**config.mk**
```make
export PLATFORM = sky130hd
export DESIGN_NAME = bus_arbiter
export DESIGN_NICKNAME = d
export VERILOG_FILES = /design/src/rtl/bus_arbiter.sv
export SDC_FILE = /design/constraint.sdc
export NUM_CORES = 1
export LEC_CHECK = 0
export CORE_ASPECT_RATIO = 0.8
export CORE_MARGIN = 2
export CORE_UTILIZATION = 41
export DETAILED_ROUTE_END_ITERATION = 7
export PLACE_DENSITY = 0.81
export SLEW_MARGIN = 20
export SYNTH_ARGS = -nofsm -noshare
export SYNTH_HDL_FRONTEND = slang
export SYNTH_SLANG_ARGS = --single-unit
```
**constraint.sdc**
```tcl
create_clock -name clock_i -period 2.1 [get_ports clock_i]
set_input_delay 0.63 -clock clock_i [delete_from_list [all_inputs] [get_ports clock_i]]
set_output_delay 0.63 -clock clock_i [all_outputs]
set_load 0.01 [all_outputs]
```
**src/rtl/bus_arbiter.sv**
```systemverilog
// Two-master, one-slave system bus arbiter that runs one transaction at a time (IDLE -> BUSY -> DONE).
// Optional macro BUS_ARBITER_TIMEOUT_EN aborts a BUSY phase after TIMEOUT_CYCLES with error_o.
module bus_arbiter #(
    parameter int ADDR_WIDTH     = 16,
    parameter int DATA_WIDTH     = 8,
    parameter int FIXED_PRIORITY = 0,
    parameter int TIMEOUT_CYCLES = 64
) (
    input  logic                  clock_i,
    input  logic                  reset_i,
    input  logic [ADDR_WIDTH-1:0] m0_address_i,
    input  logic [DATA_WIDTH-1:0] m0_data_i,
    input  logic                  m0_read_i,
    input  logic                  m0_write_i,
    output logic [DATA_WIDTH-1:0] m0_data_o,
    output logic                  m0_ack_o,
    input  logic [ADDR_WIDTH-1:0] m1_address_i,
    input  logic [DATA_WIDTH-1:0] m1_data_i,
    input  logic                  m1_read_i,
    input  logic                  m1_write_i,
    output logic [DATA_WIDTH-1:0] m1_data_o,
    output logic                  m1_ack_o,
    output logic [ADDR_WIDTH-1:0] address_o,
    output logic [DATA_WIDTH-1:0] data_o,
    output logic                  bus_read_o,
    output logic                  bus_write_o,
    input  logic [DATA_WIDTH-1:0] data_i,
    input  logic                  data_valid_i,
    output logic                  bus_owner_o,
    output logic                  bus_busy_o,
    output logic                  error_o
);

    typedef enum logic [1:0] {
        IDLE = 2'd0,
        BUSY = 2'd1,
        DONE = 2'd2
    } state_t;

    state_t                state_q, state_d;
    logic                  owner_q, owner_d;
    logic                  last_grant_q, last_grant_d;
    logic [ADDR_WIDTH-1:0] address_q, address_d;
    logic [DATA_WIDTH-1:0] wdata_q, wdata_d;
    logic                  read_q, read_d;
    logic                  write_q, write_d;
    logic [DATA_WIDTH-1:0] m0_data_q, m0_data_d;
    logic [DATA_WIDTH-1:0] m1_data_q, m1_data_d;
    logic                  m0_ack_q, m0_ack_d;
    logic                  m1_ack_q, m1_ack_d;

    logic                  m0_req, m1_req;
    logic                  grant_m1;
    logic                  sel_read, sel_write;
    logic                  timed_out;
    logic [DATA_WIDTH-1:0] ack_data;

`ifdef BUS_ARBITER_TIMEOUT_EN
    localparam int CNT_W = ($clog2(TIMEOUT_CYCLES) > 7) ? $clog2(TIMEOUT_CYCLES) : 7;
    logic [CNT_W-1:0] tmo_cnt_q, tmo_cnt_d;
    logic             error_q, error_d;
`endif

    always_comb begin
        state_d      = state_q;
        owner_d      = owner_q;
        last_grant_d = last_grant_q;
        address_d    = address_q;
        wdata_d      = wdata_q;
        read_d       = read_q;
        write_d      = write_q;
        m0_data_d    = m0_data_q;
        m1_data_d    = m1_data_q;
        m0_ack_d     = 1'b0;
        m1_ack_d     = 1'b0;
        ack_data     = '0;
`ifdef BUS_ARBITER_TIMEOUT_EN
        tmo_cnt_d    = tmo_cnt_q;
        error_d      = 1'b0;
        timed_out    = (tmo_cnt_q == CNT_W'(TIMEOUT_CYCLES - 1));
`else
        timed_out    = 1'b0;
`endif

        m0_req = m0_read_i | m0_write_i;
        m1_req = m1_read_i | m1_write_i;
        // On a tie the master that did not win last time goes first, unless m0 is pinned.
        if (m0_req && m1_req) begin
            grant_m1 = (FIXED_PRIORITY != 0) ? 1'b0 : ~last_grant_q;
        end else begin
            grant_m1 = m1_req;
        end
        sel_write = grant_m1 ? m1_write_i : m0_write_i;
        sel_read  = (grant_m1 ? m1_read_i : m0_read_i) & ~sel_write;

        case (state_q)
            IDLE: begin
                if (m0_req || m1_req) begin
                    state_d      = BUSY;
                    owner_d      = grant_m1;
                    last_grant_d = grant_m1;
                    address_d    = grant_m1 ? m1_address_i : m0_address_i;
                    wdata_d      = grant_m1 ? m1_data_i : m0_data_i;
                    read_d       = sel_read;
                    write_d      = sel_write;
`ifdef BUS_ARBITER_TIMEOUT_EN
                    tmo_cnt_d    = '0;
`endif
                end
            end
            BUSY: begin
                if (data_valid_i || timed_out) begin
                    state_d = DONE;
                    read_d  = 1'b0;
                    write_d = 1'b0;
                    if (data_valid_i) begin
                        ack_data = write_q ? '0 : data_i;
                    end else begin
                        ack_data = '1;
                    end
                    if (owner_q) begin
                        m1_ack_d  = 1'b1;
                        m1_data_d = ack_data;
                    end else begin
                        m0_ack_d  = 1'b1;
                        m0_data_d = ack_data;
                    end
`ifdef BUS_ARBITER_TIMEOUT_EN
                    error_d = ~data_valid_i;
`endif
                end else begin
`ifdef BUS_ARBITER_TIMEOUT_EN
                    tmo_cnt_d = tmo_cnt_q + 1'b1;
`endif
                end
            end
            DONE: begin
                state_d = IDLE;
            end
            default: begin
                state_d = IDLE;
                read_d  = 1'b0;
                write_d = 1'b0;
            end
        endcase
    end

    // last_grant resets to 1 so master 0 wins the first tie after reset.
    always_ff @(posedge clock_i or posedge reset_i) begin
        if (reset_i) begin
            state_q      <= IDLE;
            owner_q      <= 1'b0;
            last_grant_q <= 1'b1;
            address_q    <= '0;
            wdata_q      <= '0;
            read_q       <= 1'b0;
            write_q      <= 1'b0;
            m0_data_q    <= '0;
            m1_data_q    <= '0;
            m0_ack_q     <= 1'b0;
            m1_ack_q     <= 1'b0;
`ifdef BUS_ARBITER_TIMEOUT_EN
            tmo_cnt_q    <= '0;
            error_q      <= 1'b0;
`endif
        end else begin
            state_q      <= state_d;
            owner_q      <= owner_d;
            last_grant_q <= last_grant_d;
            address_q    <= address_d;
            wdata_q      <= wdata_d;
            read_q       <= read_d;
            write_q      <= write_d;
            m0_data_q    <= m0_data_d;
            m1_data_q    <= m1_data_d;
            m0_ack_q     <= m0_ack_d;
            m1_ack_q     <= m1_ack_d;
`ifdef BUS_ARBITER_TIMEOUT_EN
            tmo_cnt_q    <= tmo_cnt_d;
            error_q      <= error_d;
`endif
        end
    end

    assign m0_data_o   = m0_data_q;
    assign m0_ack_o    = m0_ack_q;
    assign m1_data_o   = m1_data_q;
    assign m1_ack_o    = m1_ack_q;
    assign address_o   = address_q;
    assign data_o      = wdata_q;
    assign bus_read_o  = read_q;
    assign bus_write_o = write_q;
    assign bus_owner_o = owner_q;
    assign bus_busy_o  = (state_q != IDLE);
`ifdef BUS_ARBITER_TIMEOUT_EN
    assign error_o     = error_q;
`else
    assign error_o     = 1'b0;
`endif

endmodule

```
Signal wires by layer:
Only two layers are drawn.
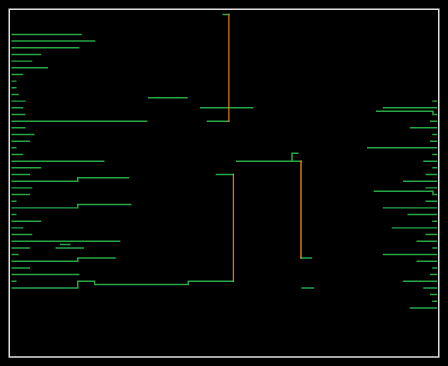
[green] met3 | wire length: 522 µm
[orange] met4 | wire length: 63.2 µm

==> run summary <==
yosys + openroad results -> outcome completed, initial antenna violation count 0, R2R Setup Slk ~560 ps, Unique cell types 26, NumNets Final 407, Synth Instances 235, Layout Skew 7.30 ps, number of clock buffers in the layout 6, Pwr Density approximately 1200 nW/µm², Worst setup endpoint address_o[2], syn_nets ~300, routability cong. 0.762, pin count of the biggest net entering global routing 49, ys flops approximately 48, Synth Area per Inst around 9.7 µm², GRT overflow 0, grt peak-use layer met2, vias per inst ~5.2, Synth Seq Share between 50% and 60%, Num CTS Buffers 5, fraction of layout cells with a size suffix above 1 approximately 10%, Clock Power Share between 10% and 20%, metal2 WL approximately 2800 µm, clk latency late pin around 300 ps, most used flip-flop cell dfrtp_1, Post-synth ARST share 100%, WP data arrival 2150 ps, number of non-clock inverters in the layout 4, P_leak 0.00146 µW, # port buffers around 110, Top class by area buffers, hold_ws around 500 ps, chip height ~70 µm, DP HPWL 4430 µm, Flops roughly 48, reg-to-reg startpoint state_q[1], Comb gates between 150 and 200
Register map, names as in the netlist:
Bar = 20 µm. Other sequential cells in the stronger gray, the rest of the logic in the fainter gray.
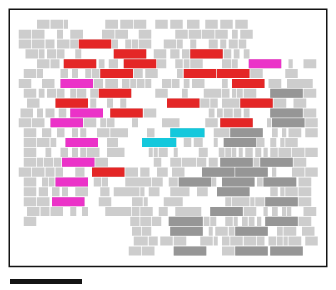
[cyan] state_q | flops: 2
[red] address_o | flops: 16
[magenta] data_o | flops: 8 | where: middle left

## power groups by stage
stage / clock network [µW] / logic, µW / registers (µW)
2_1_floorplan: 0 / 736 / 1770
3_3_place_gp: 0 / 2080 / 1600
3_5_place_dp: 0 / 2130 / 1610
4_1_cts: 590 / 2130 / 1600
5_1_grt: 626 / 2310 / 1650
6_report: 580 / 2120 / 1590
## kinds of logic after synthesis
logic type / synth area share, %
compound gates: 23.4
flops: 52.9
buf+inv: 5.78
mux: 1.32
simple gates: 16.4
other cells: 0.165
## flip-flops by register name (all words and copies together) (netlist names), 2 cells and up
| register | count |
|---|---|
| state_q | 2 |
| address_o | 16 |
| data_o | 8 |
| m0_data_o | 8 |
| m1_data_o | 8 |
Power and IR drop assume default switching activity.
